Figure 1. Met1 routing.
Bar = 20 um. Cells faint in the background.
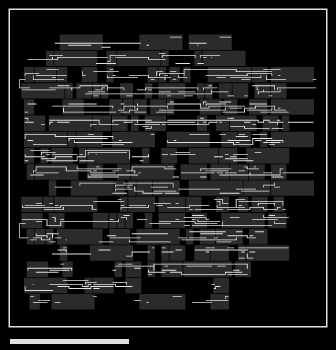
Figure 2. Metal 2.
Cells faint in the background.
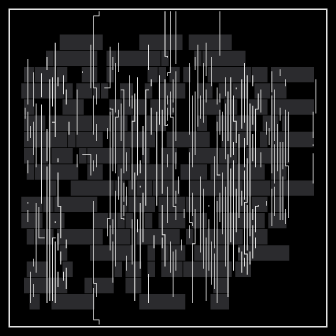
Figure 3. Met3 routing.
Bar = 20 um. Cells faint in the background.
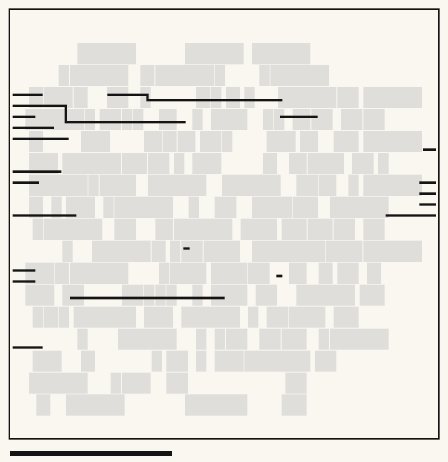
<file path="src/rtl/bcd2binary_seq_pkg.sv">
// Shared definitions for the sequential BCD-to-binary converter:
// digit geometry, FSM state encoding and a digit-validity helper.
package bcd2binary_seq_pkg;

   localparam int BCD_DIGIT_W   = 4;
   localparam int BCD_MAX_DIGIT = 9;

   typedef enum logic {
      ST_IDLE = 1'b0,
      ST_RUN  = 1'b1
   } state_t;

   function automatic logic digit_invalid(input logic [BCD_DIGIT_W-1:0] digit);
      return digit > BCD_DIGIT_W'(BCD_MAX_DIGIT);
   endfunction

endpackage

</file>
<file path="src/rtl/bcd_mac10.sv">
// Combinational x10 multiply-accumulate step: o_acc = i_acc*10 + i_digit (mod 2**BW),
// plus a flag for a non-decimal digit.
module bcd_mac10
   import bcd2binary_seq_pkg::*;
#(
   parameter int BW = 8
) (
   input  logic [BW-1:0]          i_acc,
   input  logic [BCD_DIGIT_W-1:0] i_digit,
   output logic [BW-1:0]          o_acc,
   output logic                   o_dig_err
);

   logic [BW-1:0] w_x8;
   logic [BW-1:0] w_x2;

   // x10 as x8 + x2 keeps this to shifts and one adder chain.
   assign w_x8      = i_acc << 3;
   assign w_x2      = i_acc << 1;
   assign o_acc     = w_x8 + w_x2 + BW'(i_digit);
   assign o_dig_err = digit_invalid(i_digit);

endmodule

</file>
<file path="src/rtl/bcd2binary_seq.sv">
// Multi-cycle BCD-to-binary converter: Horner's method, MSD first, one digit per clock
// through a single shared x10 MAC, with a start/busy/done handshake.
module bcd2binary_seq
   import bcd2binary_seq_pkg::*;
#(
   parameter int K  = 2,
   parameter int BW = 4 * K
) (
   input  logic                 clk,
   input  logic                 rst,
   input  logic                 start,
   input  logic [4*K-1:0]       bcd,
   output logic                 busy,
   output logic                 done,
   output logic [BW-1:0]        bin,
   output logic                 err
);

   localparam int              CW       = $clog2(K + 1);
   localparam int              SW       = BCD_DIGIT_W * K;
   localparam logic [CW-1:0]   LAST_CNT = CW'(K - 1);

   state_t          r_state;
   state_t          w_state_next;
   logic            w_load;
   logic            w_step;
   logic            w_last;

   logic [SW-1:0]   r_shift;
   logic [BW-1:0]   r_acc;
   logic [CW-1:0]   r_cnt;
   logic            r_err_acc;
   logic [BW-1:0]   r_bin;
   logic            r_err;
   logic            r_done;

   logic [BW-1:0]   w_acc_next;
   logic            w_dig_err;
   logic            w_err_next;

   bcd_mac10 #(
      .BW (BW)
   ) u_mac (
      .i_acc     (r_acc),
      .i_digit   (r_shift[SW-1 -: BCD_DIGIT_W]),
      .o_acc     (w_acc_next),
      .o_dig_err (w_dig_err)
   );

   assign w_err_next = r_err_acc | w_dig_err;

   always_comb begin
      // NOTE: every signal gets a default first so no path leaves one unassigned (no latches).
      w_state_next = r_state;
      w_load       = 1'b0;
      w_step       = 1'b0;
      w_last       = 1'b0;
      case (r_state)
         ST_IDLE: begin
            if (start) begin
               w_load       = 1'b1;
               w_state_next = ST_RUN;
            end
         end
         ST_RUN: begin
            w_step = 1'b1;
            if (r_cnt == LAST_CNT) begin
               w_last       = 1'b1;
               w_state_next = ST_IDLE;
            end
         end
         default: w_state_next = ST_IDLE;
      endcase
   end

   always_ff @(posedge clk) begin
      if (rst) r_state <= ST_IDLE;
      else     r_state <= w_state_next;
   end

   // NOTE: sequential state uses non-blocking assignments so every register sees pre-edge values.
   always_ff @(posedge clk) begin
      if (rst) begin
         r_shift   <= '0;
         r_acc     <= '0;
         r_cnt     <= '0;
         r_err_acc <= 1'b0;
         r_bin     <= '0;
         r_err     <= 1'b0;
         r_done    <= 1'b0;
      end else begin
         r_done <= w_last;
         if (w_load) begin
            r_shift   <= bcd;
            r_acc     <= '0;
            r_cnt     <= '0;
            r_err_acc <= 1'b0;
         end else if (w_step) begin
            r_shift   <= r_shift << BCD_DIGIT_W;
            r_acc     <= w_acc_next;
            r_cnt     <= r_cnt + CW'(1);
            r_err_acc <= w_err_next;
         end
         // Results are published only on the final digit so bin/err stay stable in between.
         if (w_last) begin
            r_bin <= w_acc_next;
            r_err <= w_err_next;
         end
      end
   end

   assign busy = (r_state == ST_RUN);
   assign done = r_done;
   assign bin  = r_bin;
   assign err  = r_err;

endmodule

</file>
<file path="config.mk">
export PLATFORM = sky130hd
export DESIGN_NAME = bcd2binary_seq
export DESIGN_NICKNAME = d
export VERILOG_FILES = /design/src/rtl/bcd2binary_seq_pkg.sv /design/src/rtl/bcd_mac10.sv /design/src/rtl/bcd2binary_seq.sv
export SDC_FILE = /design/constraint.sdc
export NUM_CORES = 1
export LEC_CHECK = 0
export CORE_MARGIN = 1.5
export CORE_UTILIZATION = 55
export CTS_CLUSTER_SIZE = 28
export DETAILED_ROUTE_END_ITERATION = 8
export DONT_BUFFER_PORTS = 1
export GPL_TIMING_DRIVEN = 1
export PLACE_DENSITY = 0.76
export REMOVE_ABC_BUFFERS = 1
export SETUP_SLACK_MARGIN = 0.05
export SYNTH_ARGS = -nofsm -noshare
export SYNTH_HDL_FRONTEND = slang
export SYNTH_SLANG_ARGS = --single-unit
</file>
<file path="constraint.sdc">
create_clock -name clk -period 2 [get_ports clk]
set_input_delay 0.3 -clock clk [delete_from_list [all_inputs] [get_ports clk]]
set_output_delay 0.3 -clock clk [all_outputs]
set_load 0.01 [all_outputs]
</file>
==> impl_metrics.env <==
# source this file to load flow results
export IMPL_fp_dieH_um=53
export IMPL_tap_cells=28
export IMPL_die_w_um=53
export IMPL_maxPowerGroup="sequential cells"
export IMPL_clk_latency_ns=0.33
export IMPL_core_rowCount=17
export IMPL_cts_tree="built"
export IMPL_final_area_sq_um=1510
export IMPL_pg_comb_mw=0.121
export IMPL_core_sq_um=2280
export IMPL_buffer_area_share_pct=3.99
export IMPL_placedCellCount=174
export IMPL_p_int_mw=0.819
export IMPL_cts_setup_buffers=1
export IMPL_hp_class="input port to flop"
export IMPL_pwr_share_clk_pct=33.1
export IMPL_fp_dieArea_sq_um=2810
export IMPL_cts_resized=9
export IMPL_port_buffers=0
export IMPL_grt_use_met1_pct=24.9
export IMPL_cts_root_buf="clkbuf_4"
export IMPL_r2r_cells=8
export IMPL_critPathMaxStageDelay_ns=0.54
export IMPL_htree_levels=2
export IMPL_yosysMostFrequentCell="dfxtp_1"
export IMPL_largest_class="combinational gates"
export IMPL_groute_usage_overall_pct=23.9
export IMPL_cts_buffer_depth=2
export IMPL_maxSlewHeadroom_pct=71.1
export IMPL_drc_errors=0
export IMPL_yosys_most_used_dff="dfxtp_1"
export IMPL_cpMostUsedCell="inv_2"
export IMPL_syn_area_sq_um=1380
export IMPL_cp_slowest_cell="fa_1"
export IMPL_dp_slack_ns=-0.250
export IMPL_synth_cell_types=26
export IMPL_setup_ws_ns=-0.0401
export IMPL_syn_inst=147
export IMPL_leakagePower_nw=0.657
export IMPL_whs_ns=0.0240
export IMPL_tool_warnings=27
export IMPL_path_buffers=2
export IMPL_busiest_layer="met2"
export IMPL_grt_use_met2_pct=42.5
export IMPL_cp_required_ns=2.21
export IMPL_p_switching_mw=0.279
export IMPL_clkTransAtPathRegs_ns=0.10
export IMPL_status="finished with violations"
export IMPL_regArea_sq_um=583
export IMPL_worst_setup_path_start_kind="flop"
export IMPL_n_all_buffers=8
export IMPL_clock_buffers=7
export IMPL_grt_pass1_vias=1052
export IMPL_pg_clk_mw=0.363
export IMPL_top_layer="met4"
export IMPL_combPwrFrac_pct=11.0
export IMPL_sh_seq_area_pct=38.7
export IMPL_yosysTopAreaCell="dfxtp_1"
export IMPL_synthTopCellsByCount="dfxtp_1, nor2_1, a21oi_1, mux2i_1, ha_1"
export IMPL_num_nets_final=178
export IMPL_cts_made_buffers=5
export IMPL_synthTopCellsByArea="dfxtp_1, ha_1, mux2i_1, nor2_1, a21oi_1"
export IMPL_fin_crit_sh_pct=102
export IMPL_fin_total_pwr_mw=1.10
export IMPL_yosysWarnings=0
export IMPL_syn_to_final_growth_pct=9.46
export IMPL_io_pins=22
export IMPL_r2r_end="r_acc[6]"
export IMPL_cts_hold_buf=0
export IMPL_drtPass1Iterations=4
export IMPL_swShare_pct=25.4
export IMPL_synth_top_cell_area_share_pct=42.2
export IMPL_n_antenna_cell=0
export IMPL_ir_drop_mv=0.506
export IMPL_fill_cells=190
export IMPL_gp_congestion=0.814
export IMPL_antenna_found_initial=0
export IMPL_fp_util_pct=60.4
export IMPL_ys_cells=147
export IMPL_drtIter0Drc=10
export IMPL_edf_count=0
export IMPL_dr_wl_met2_mm=1.39
export IMPL_logic_area_sq_um=749
export IMPL_routed_via_density=5.47
export IMPL_holdPathStages=1
export IMPL_synth_chip_area_sq_um=1380
export IMPL_grt_pass1_wl_mm=4.66
export IMPL_final_cell_mix="dfxtp_1, nor2_1, mux2i_1"
export IMPL_violations="setup timing"
export IMPL_critical_path_top_delay_family="adder cells"
export IMPL_path_max_fanout=2
export IMPL_grt_max_degree=24
export IMPL_ys_seq_share_pct=42.2
export IMPL_comb_area_share_pct=49.8
export IMPL_ys_flops=29
export IMPL_placed_cell_area_sq_um=1420
export IMPL_place_hpwl_mm=1.92
export IMPL_clock_cell_area_share_pct=3.66
export IMPL_final_cell_count_no_fill=182
export IMPL_min_to="err"
export IMPL_inv_count=6
export IMPL_seq_cells=29
export IMPL_multi_input_comb_cells=104
export IMPL_endpoint_kind="flop"
export IMPL_maxSlewViolCount=0
export IMPL_cts_sinks=29
export IMPL_layout_drive_gt1_share_pct=14.9
export IMPL_rrSetupSlack_ns=-0.04
export IMPL_final_util_pct=66.1
export IMPL_tns_ns=-0.0753
export IMPL_power_per_cell_area_nw_per_um2=730
export IMPL_cp_cell_sequence="inv_2, fa_1, inv_2, fa_2, a21o_1, a21oi_2, xor2_1, o22ai_1"
export IMPL_critPathKind="flop to flop"
export IMPL_hp_start="rst"
export IMPL_met1_length_mm=1.17
export IMPL_wire_per_inst_um=14.9
export IMPL_cap_viol_max_count=0
export IMPL_finalClockSkew_ns=0.0165
export IMPL_final_antenna_net_count=0
export IMPL_period_minus_slack_ns=2.04
export IMPL_worstMarginPinSlew_ns=0.434
export IMPL_reg2reg_from="r_acc[2]"
export IMPL_critPathLaunch="r_acc[2]"
export IMPL_dr_wl_met3_um=123
export IMPL_p_seq_share_pct=55.9
export IMPL_fmax_mhz=490
export IMPL_hold_viol=0
export IMPL_grt_overflow=0
export IMPL_syn_area_per_cell_sq_um=9.35
export IMPL_worst_ep_arrival_time_ns=2.25
export IMPL_finalSetupViolCount=3
export IMPL_rsz0062_at_grt="yes"
export IMPL_synthArstFlopShare_pct=0
export IMPL_sequentialPower_mw=0.614
export IMPL_lay_top_count="dfxtp_1"
-- Figure 1 (at the start) --
share of all routed wire: 43%
longest straight run: 21.2 um

-- Figure 2 (at the start) --
nets with wire on the layer: 145
longest straight run: 37.1 um
wire length on this layer: 1390 um

-- Figure 3 (at the start) --
main direction: horizontal
longest straight run: 18.9 um
wire length on this layer: 124 um
share of all routed wire: 4.6%
nets with wire on the layer: 17
Routed Wire Length: 2.72 mm
met3 Resource Use GR: 9.89%
routed via count: 995

==> cell families after synthesis <==
kind of cell	count (synthesis)	share of synthesized area (%)
AND-OR/OR-AND	25	11.4
XOR/XNOR	6	3.82
adder cells (fa/ha/maj)	13	12.9
buffers and inverters	14	4.91
flip-flops	29	42.2
multiplexers	12	8.74
AND/OR/NAND/NOR	48	16.0
==> worst max-delay path by stage <==
| stage | slack, ns | end | depth (start not counted) |
|---|---|---|---|
| after floorplan | -0.12 | r_acc[6] | 8 |
| after global placement | -0.19 | r_acc[6] | 8 |
| after detailed placement | -0.25 | r_acc[6] | 8 |
| after CTS | -0.04 | r_acc[6] | 8 |
| after global routing | -0.16 | bin[6] | 8 |
| final | -0.04 | r_acc[6] | 8 |
